## config.mk

```make
export PLATFORM = sky130hd
export DESIGN_NAME = pc_update_unit
export DESIGN_NICKNAME = d
export VERILOG_FILES = /design/src/rtl/isa_pkg.sv /design/src/rtl/br_cond_eval.sv /design/src/rtl/pc_update_unit.sv
export SDC_FILE = /design/constraint.sdc
export NUM_CORES = 1
export LEC_CHECK = 0
export CAP_MARGIN = 20
export CORE_UTILIZATION = 41
export DETAILED_ROUTE_END_ITERATION = 6
export PLACE_DENSITY = 0.78
export SLEW_MARGIN = 20
export SYNTH_ARGS = -nofsm -noshare
export SYNTH_HDL_FRONTEND = slang
export SYNTH_SLANG_ARGS = --single-unit
```

## constraint.sdc

```tcl
create_clock -name clk -period 2.28 [get_ports clk]
set_input_delay 0.228 -clock clk [delete_from_list [all_inputs] [get_ports clk]]
set_output_delay 0.228 -clock clk [all_outputs]
set_load 0.01 [all_outputs]
```

## src/rtl/isa_pkg.sv

```systemverilog
// Shared ISA definitions for the PC stage: opcodes, condition codes,
// flag bit positions and the PC-stage FSM state encoding.
package isa_pkg;

    localparam logic [3:0] OP_B   = 4'b1100;
    localparam logic [3:0] OP_JR  = 4'b1110;
    localparam logic [3:0] OP_HLT = 4'b1111;

    localparam logic [2:0] CC_NE   = 3'b000;
    localparam logic [2:0] CC_EQ   = 3'b001;
    localparam logic [2:0] CC_GT   = 3'b010;
    localparam logic [2:0] CC_LT   = 3'b011;
    localparam logic [2:0] CC_GTE  = 3'b100;
    localparam logic [2:0] CC_LTE  = 3'b101;
    localparam logic [2:0] CC_OVFL = 3'b110;
    localparam logic [2:0] CC_AL   = 3'b111;

    localparam int FLAG_Z = 2;
    localparam int FLAG_V = 1;
    localparam int FLAG_N = 0;

    typedef enum logic {
        ST_RUN  = 1'b0,
        ST_HALT = 1'b1
    } pc_state_t;

endpackage

```

## src/rtl/br_cond_eval.sv

```systemverilog
// Branch condition evaluator: decides whether a condition code holds
// for a given {Z,V,N} flag set. Purely combinational.
module br_cond_eval
    import isa_pkg::*;
(
    input  logic [2:0] ccc,
    input  logic [2:0] flags,
    output logic       cond_true
);

    logic flag_z;
    logic flag_v;
    logic flag_n;

    assign flag_z = flags[FLAG_Z];
    assign flag_v = flags[FLAG_V];
    assign flag_n = flags[FLAG_N];

    // Map each condition code onto its flag expression
    always_comb begin
        cond_true = 1'b0;
        case (ccc)
            CC_NE:   cond_true = ~flag_z;
            CC_EQ:   cond_true = flag_z;
            CC_GT:   cond_true = ~flag_z & ~flag_n;
            CC_LT:   cond_true = flag_n;
            CC_GTE:  cond_true = flag_z | ~flag_n;
            CC_LTE:  cond_true = flag_z | flag_n;
            CC_OVFL: cond_true = flag_v;
            CC_AL:   cond_true = 1'b1;
            default: cond_true = 1'b0;
        endcase
    end

endmodule

```

## src/rtl/pc_update_unit.sv

```systemverilog
// Program-counter stage: holds PC, condition flags and the retired
// counter, selects the next PC and sequences stall and halt.
module pc_update_unit
    import isa_pkg::*;
#(
    parameter logic [15:0] RESET_PC = 16'h0000
) (
    input  logic        clk,
    input  logic        rst,
    input  logic [15:0] instr,
    input  logic [15:0] br_pc,
    input  logic [15:0] jr_pc,
    input  logic [2:0]  alu_flags,
    input  logic        flag_we,
    input  logic        imem_rdy,
    output logic [15:0] pc,
    output logic [15:0] pc_plus1,
    output logic        br_taken,
    output logic        halted,
    output logic [15:0] retired
);

    pc_state_t   state_q;
    pc_state_t   state_d;
    logic [2:0]  flags_q;
    logic [3:0]  opcode;
    logic [2:0]  ccc;
    logic [8:0]  unused_operand;
    logic        is_b;
    logic        is_jr;
    logic        is_hlt;
    logic        cond_true;
    logic        branch_hit;
    logic        active;
    logic        retire;
    logic [15:0] next_pc;

    assign opcode         = instr[15:12];
    assign ccc            = instr[11:9];
    assign unused_operand = instr[8:0];

    assign is_b   = (opcode == OP_B);
    assign is_jr  = (opcode == OP_JR);
    assign is_hlt = (opcode == OP_HLT);

    br_cond_eval u_cond (
        .ccc       (ccc),
        .flags     (flags_q),
        .cond_true (cond_true)
    );

    assign pc_plus1   = pc + 16'd1;
    assign branch_hit = is_b & cond_true;
    assign active     = (state_q == ST_RUN) & imem_rdy;
    assign retire     = active & ~is_hlt;
    assign br_taken   = active & (branch_hit | is_jr);
    assign halted     = (state_q == ST_HALT);

    // Next-PC select; br_pc is only ever looked at when the opcode is B
    always_comb begin
        next_pc = pc_plus1;
        if (branch_hit) begin
            next_pc = br_pc;
        end else if (is_jr) begin
            next_pc = jr_pc;
        end
    end

    // FSM next state: an accepted HLT parks the core until reset
    always_comb begin
        state_d = state_q;
        case (state_q)
            ST_RUN:  if (active && is_hlt) state_d = ST_HALT;
            ST_HALT: state_d = ST_HALT;
            default: state_d = ST_RUN;
        endcase
    end

    // FSM state register
    always_ff @(posedge clk) begin
        if (rst) begin
            state_q <= ST_RUN;
        end else begin
            state_q <= state_d;
        end
    end

    // Architectural state only moves on a retiring cycle
    always_ff @(posedge clk) begin
        if (rst) begin
            pc      <= RESET_PC;
            flags_q <= 3'b000;
            retired <= 16'h0000;
        end else if (retire) begin
            pc <= next_pc;
            if (flag_we) begin
                flags_q <= alu_flags;
            end
            if (retired != 16'hFFFF) begin
                retired <= retired + 16'd1;
            end
        end
    end

endmodule
```

**Run 1: signal wires on met4**

Scale: 4 px per µm. Cells faint in the background.
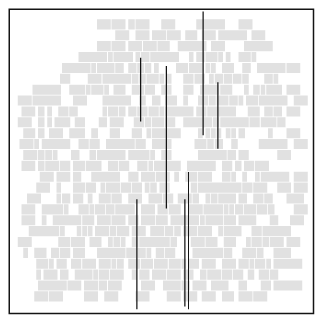
The layer carries 186 µm of wire. The longest straight run is 35.4 µm. The layer holds 2.7% of the routed length. 7 nets have wire on it. The wires run mostly vertical.

**Run 1: metal 2**

Scale: 6 px per µm.
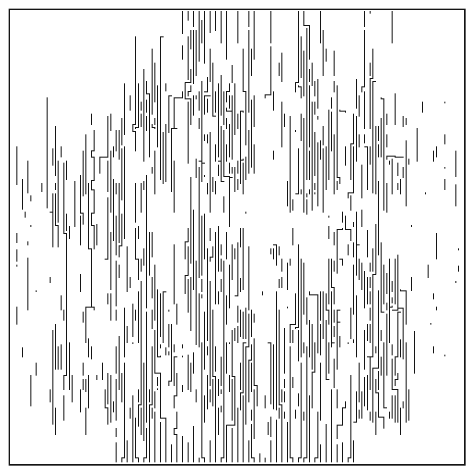
The layer carries 3,460 µm of wire. 385 nets have wire on it. The longest straight run is 32.8 µm. The wires run mostly vertical. The layer holds 49% of the routed length.

**Run 1: track usage over the die**

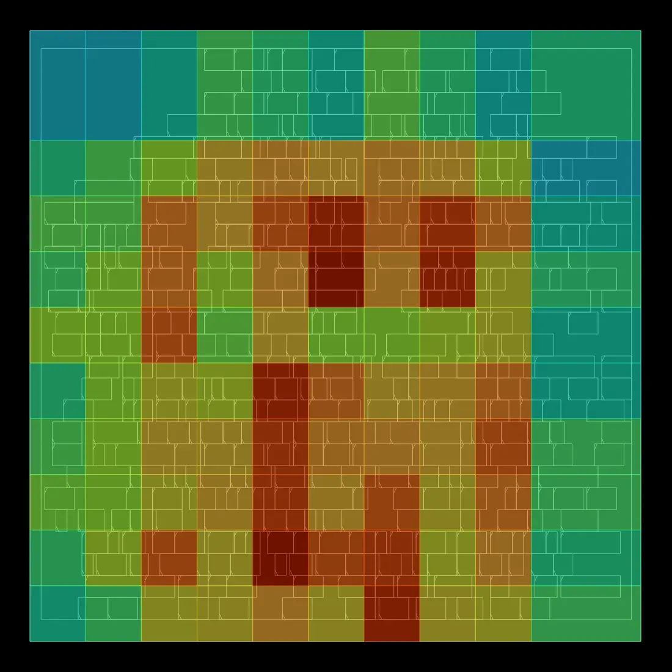
WL/cell: 14.8 µm
met2 global-route usage: 42.5%

==> run notes, run 1 <==
Summary of implementation figures.

Status
The flow ran to the end, and the final reports show no timing, DRC or antenna violations.

Power
The reported combinational group power is 450 µW. The post-route total power is 1720 µW. The power share of the sequential group is 40.4%. The maximum VDD drop is 0.223 mV.

Setup path
The largest driver fanout on the critical path is 5. The critical path is of the flop to primary output type. The number of buffers and inverters on the critical path is 3.

Counting stages on the worst path, the most repeated cell is sky130_fd_sc_hd__buf_4. The category of cells accounting for the largest share of critical-path delay is buffers and inverters. The setup slack of the worst register-to-register path is 0.30 ns.

STA
Adding up every negative setup slack in the final design gives 0 ns. The clock arrives with 0.00591 ns of skew. The end-of-flow timing check tallies setup violations at 0.

The worst path meets setup with 0.0749 ns of slack. The post-route fraction of the period consumed by the critical path is 96.7%. The tightest slew margin relative to the limit is 64.5%.

The highest clock frequency the design can meet is 453 MHz.

Routing
The met3 routed wirelength is 377 µm. The iteration-0 DRC count of the detailed router is 142. The count of nets left with antenna violations once routing finished came out at 0. The post-detailed-route DRC marker count is 0.

Clocking
Once the clock tree was built, the setup fixing pass inserted 4 buffers. Once the clock tree was built, the resizer swapped 11 gates to a different size. The clock tree from TritonCTS is yes. CTS built an H-tree with a depth of 2.

Synthesis
The area fraction in and, or, nand and nor cells after synthesis is 31.1%. The area of the synthesized netlist per yosys stat is 2230 µm². After synthesis, the largest area contributor takes up 32.4% of total cell area. sky130_fd_sc_hd__nor2_1 is the most common cell in the netlist. The dominant kind of combinational cell is simple AND/OR/NAND/NOR gates. Yosys reports that the most numerous cell types are sky130_fd_sc_hd__nor2_1 (42), sky130_fd_sc_hd__dfxtp_1 (36), sky130_fd_sc_hd__nand2_1 (22), sky130_fd_sc_hd__nand3_1 (17), sky130_fd_sc_hd__a21oi_1 (16). The proportion of register bits with asynchronous set or reset after synthesis is 0%.

GRT
met3 track demand over resource after global routing is 4.10%. On met1, the global router reports a usage of 32.5%. The number of global-route vias before repair is 2,356.

Die
Tap insertion was completed with 70 tapcells. Per the OpenROAD floorplan log, the height of the die is 75.7 µm. The chip occupies 5730 µm².

Cells and area
The number of non-filler instances in the completed layout is 475. Ranking logic cells in the layout by count gives the top entries sky130_fd_sc_hd__clkdlybuf4s50_1 (87), sky130_fd_sc_hd__nor2_1 (42), sky130_fd_sc_hd__dfxtp_1 (33), sky130_fd_sc_hd__buf_4 (33), sky130_fd_sc_hd__nand2_1 (22). The number of clock buffers in the layout is 5.

Placement
The tally of buffers added on design ports is 95.
**Run 1: M1 wires**

Scale: 4 px per µm. Cells faint in the background.
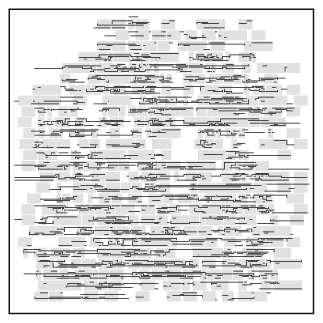

==> run 1 -> run 2 <==
- CORE_UTILIZATION: 41 -> 37
- CTS_CLUSTER_DIAMETER: default -> 200
- PLACE_DENSITY: 0.78 -> 0.74
- clock period: 2.28 -> 2 ns (I/O delays scaled with it)
**Run 2: M1 wires**

Scale: 4 px per µm. Cells faint in the background.
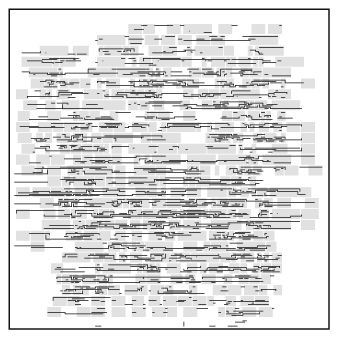
410 nets have wire on it. The layer carries 3,210 µm of wire.

**Run 2: met3 routing**

Scale: 3 px per µm. Cells faint in the background.
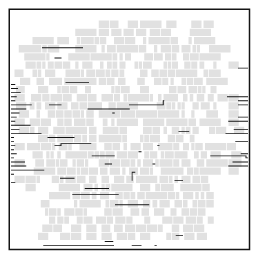
The wires run mostly horizontal. 53 nets have wire on it.

**Run 2: track usage over the die**

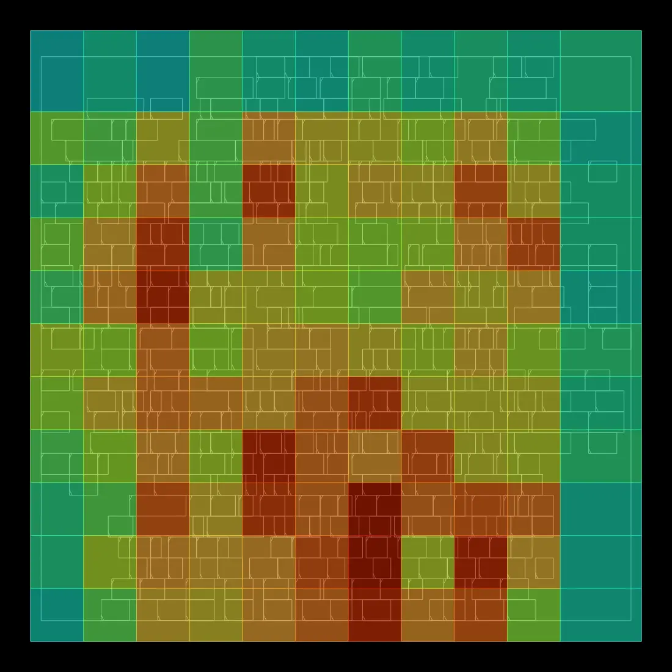
GR Util All Layers: 24.0%
met3 Usage GRT: 3.77%
GR peak layer: met2
global-route track usage on met1: 28.9%
WL/cell: 14.9 µm

==> run notes, run 2 <==
Summary of implementation figures.

Status
Run status: finished, final reports clean (unchanged).

Power
The post-route total power is 1980 µW (was 1720 µW). The maximum VDD drop is 0.331 mV (was 0.223 mV).

Clocking
The number of gates resized after CTS came to 20 (was 11). The number of buffers inserted by post-CTS setup repair was 3 (was 4). The clock tree from TritonCTS was yes (unchanged). The H-tree depth is 2 (unchanged).

Synthesis
The area of the synthesized netlist per yosys stat is 2230 µm² (unchanged). The area fraction in and, or, nand and nor cells after synthesis was 31.1% (unchanged). The dominant kind of combinational cell is simple AND/OR/NAND/NOR gates (unchanged).

The proportion of netlist area held by the largest area contributor came to 32.4% (unchanged). Most frequent cells after synthesis: sky130_fd_sc_hd__nor2_1 (42), sky130_fd_sc_hd__dfxtp_1 (36), sky130_fd_sc_hd__nand2_1 (22), sky130_fd_sc_hd__nand3_1 (17), sky130_fd_sc_hd__a21oi_1 (16) (unchanged).

GRT
The met2 track demand over resource was 42.7% (was 42.5%). The number of global-route vias before repair is 2,585 (was 2,356).

STA
The count of final setup violators is 0 (unchanged). The worst clock skew is 0.0135 ns (was 0.00591 ns). The highest clock frequency the design can meet is 512 MHz.

The tightest slew margin relative to the limit is 67.1% (was 64.5%). The aggregate negative setup slack is 0 ns (unchanged). The final worst setup slack is 0.0464 ns (was 0.0749 ns). After layout, the worst path uses 97.7% of the clock period.

Routing
The met3 routed wirelength is 303 µm (was 377 µm). The iteration-0 DRC count of the detailed router came to 160 (was 142). The post-detailed-route DRC marker count came to 0 (unchanged).

The number of routed nets with antenna violations is 0 (unchanged).

Placement
The tally of buffers added on design ports is 95 (unchanged).

Setup path
The largest driver fanout on the critical path is 3 (was 5). The category of cells accounting for the largest share of critical-path delay was simple AND/OR/NAND/NOR gates (was buffers and inverters). The setup slack of the worst register-to-register path is 0.06 ns (was 0.30 ns). The number of buffers and inverters on the critical path is 1 (was 3).

Die
The die area is 6330 µm² (was 5730 µm²). The number of well taps is 72 (was 70). The die height is 79.6 µm (was 75.7 µm).

Cells and area
The number of non-filler instances in the completed layout came to 496 (was 475). Leading cell types in the layout, fill and taps excluded: sky130_fd_sc_hd__clkdlybuf4s50_1 (79), sky130_fd_sc_hd__buf_4 (49), sky130_fd_sc_hd__nor2_1 (42), sky130_fd_sc_hd__dfxtp_1 (34), sky130_fd_sc_hd__nand2_1 (22) (was sky130_fd_sc_hd__clkdlybuf4s50_1 (87), sky130_fd_sc_hd__nor2_1 (42), sky130_fd_sc_hd__dfxtp_1 (33), sky130_fd_sc_hd__buf_4 (33), sky130_fd_sc_hd__nand2_1 (22)). The number of clock buffers in the layout is 6 (was 5).
**Run 2: metal 2**

Scale: 6 px per µm.
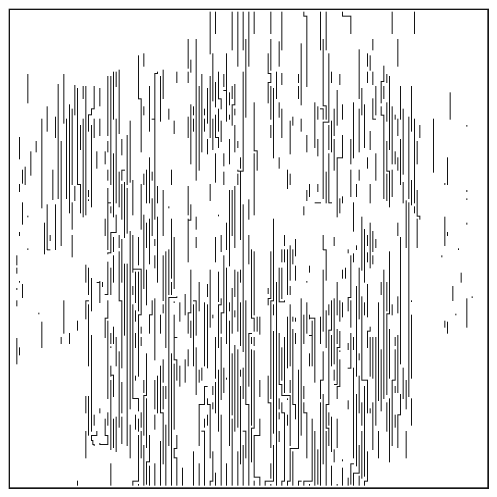

==> run 2 -> run 3 <==
- CORE_MARGIN: default -> 3
**Run 3: metal 2**

Scale: 6 px per µm.
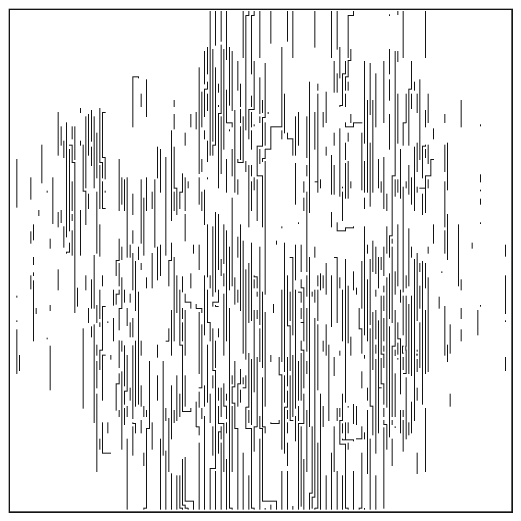
The wires run mostly vertical. 411 nets have wire on it. The layer carries 3,980 µm of wire.

**Run 3: M1 wires**

Scale: 4 px per µm. Cells faint in the background.
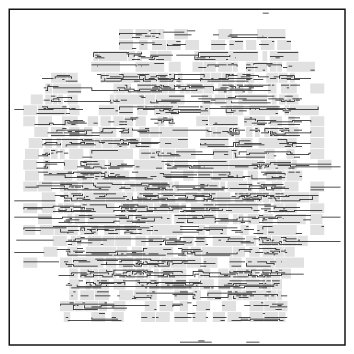
The wires run mostly horizontal. The layer holds 44% of the routed length.

**Run 3: track usage over the die**

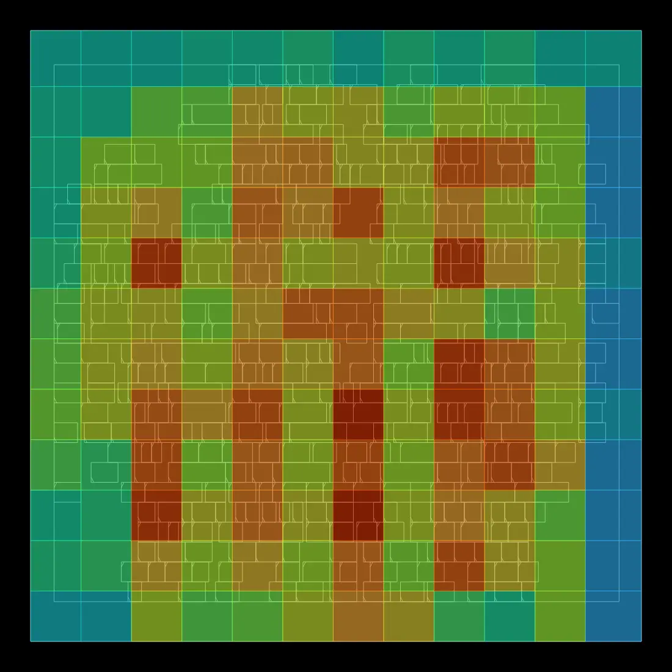
global-route track usage on met1: 27.2%
Final Util: 68.1%

==> run notes, run 3 <==
Summary of implementation figures.

STA
The final worst setup slack came to -0.0675 ns (was 0.0464 ns). The count of final setup violators was 2 (was 0). The post-route fraction of the period consumed by the critical path is 103% (was 97.7%). The aggregate negative setup slack is -0.0960 ns (was 0 ns).

The worst clock skew is 0.00719 ns (was 0.0135 ns). The highest clock frequency the design can meet is 484 MHz (was 512 MHz).

Synthesis
The area fraction in and, or, nand and nor cells after synthesis is 31.1% (unchanged). The library cell with the highest instance count after synthesis is sky130_fd_sc_hd__nor2_1 (unchanged). The area of the synthesized netlist per yosys stat is 2230 µm² (unchanged).

The dominant kind of combinational cell is simple AND/OR/NAND/NOR gates (unchanged). The proportion of netlist area held by the largest area contributor is 32.4% (unchanged). The proportion of register bits with asynchronous set or reset after synthesis was 0% (unchanged).

Cells and area
The number of non-filler instances in the completed layout is 499 (was 496). The number of clock buffers in the layout is 7 (was 6). Leading cell types in the layout, fill and taps excluded: sky130_fd_sc_hd__clkdlybuf4s50_1 (80), sky130_fd_sc_hd__buf_4 (50), sky130_fd_sc_hd__nor2_1 (41), sky130_fd_sc_hd__dfxtp_1 (29), sky130_fd_sc_hd__nand2_1 (21) (was sky130_fd_sc_hd__clkdlybuf4s50_1 (79), sky130_fd_sc_hd__buf_4 (49), sky130_fd_sc_hd__nor2_1 (42), sky130_fd_sc_hd__dfxtp_1 (34), sky130_fd_sc_hd__nand2_1 (22)).

Setup path
The number of buffers and inverters on the critical path is 2 (was 1). The setup slack of the worst register-to-register path was -0.03 ns (was 0.06 ns). The class of the most critical setup path is flop to primary output (unchanged). The category of cells accounting for the largest share of critical-path delay is simple AND/OR/NAND/NOR gates (unchanged). The largest driver fanout on the critical path came to 4 (was 3).

Placement
The tally of buffers added on design ports is 95 (unchanged).

Die
The die height is 83.6 µm (was 79.6 µm). The number of well taps is 72 (unchanged). The die area is 6980 µm² (was 6330 µm²).

Clocking
The clock tree from TritonCTS was yes (unchanged). The H-tree depth came to 2 (unchanged). The number of gates resized after CTS came to 22 (was 20).

Routing
The number of routed nets with antenna violations is 0 (unchanged). The per-cell routed wire length came to 15.7 µm (was 14.9 µm). The met3 routed wirelength is 308 µm (was 303 µm).

The iteration-0 DRC count of the detailed router is 86 (was 160). The post-detailed-route DRC marker count is 0 (unchanged).

GRT
The most congested layer reported by global routing is met2 (unchanged). The number of global-route vias before repair is 2,629 (was 2,585). The global router's overall resource usage was 21.3% (was 24.0%).

Status
Run status: finished with violations (was finished, final reports clean). The checks that failed: setup timing.

Power
The post-route total power is 2070 µW (was 1980 µW). The reported combinational group power is 570 µW (was 560 µW).
Power figures rest on the tool's default switching activity, not on a simulated workload.
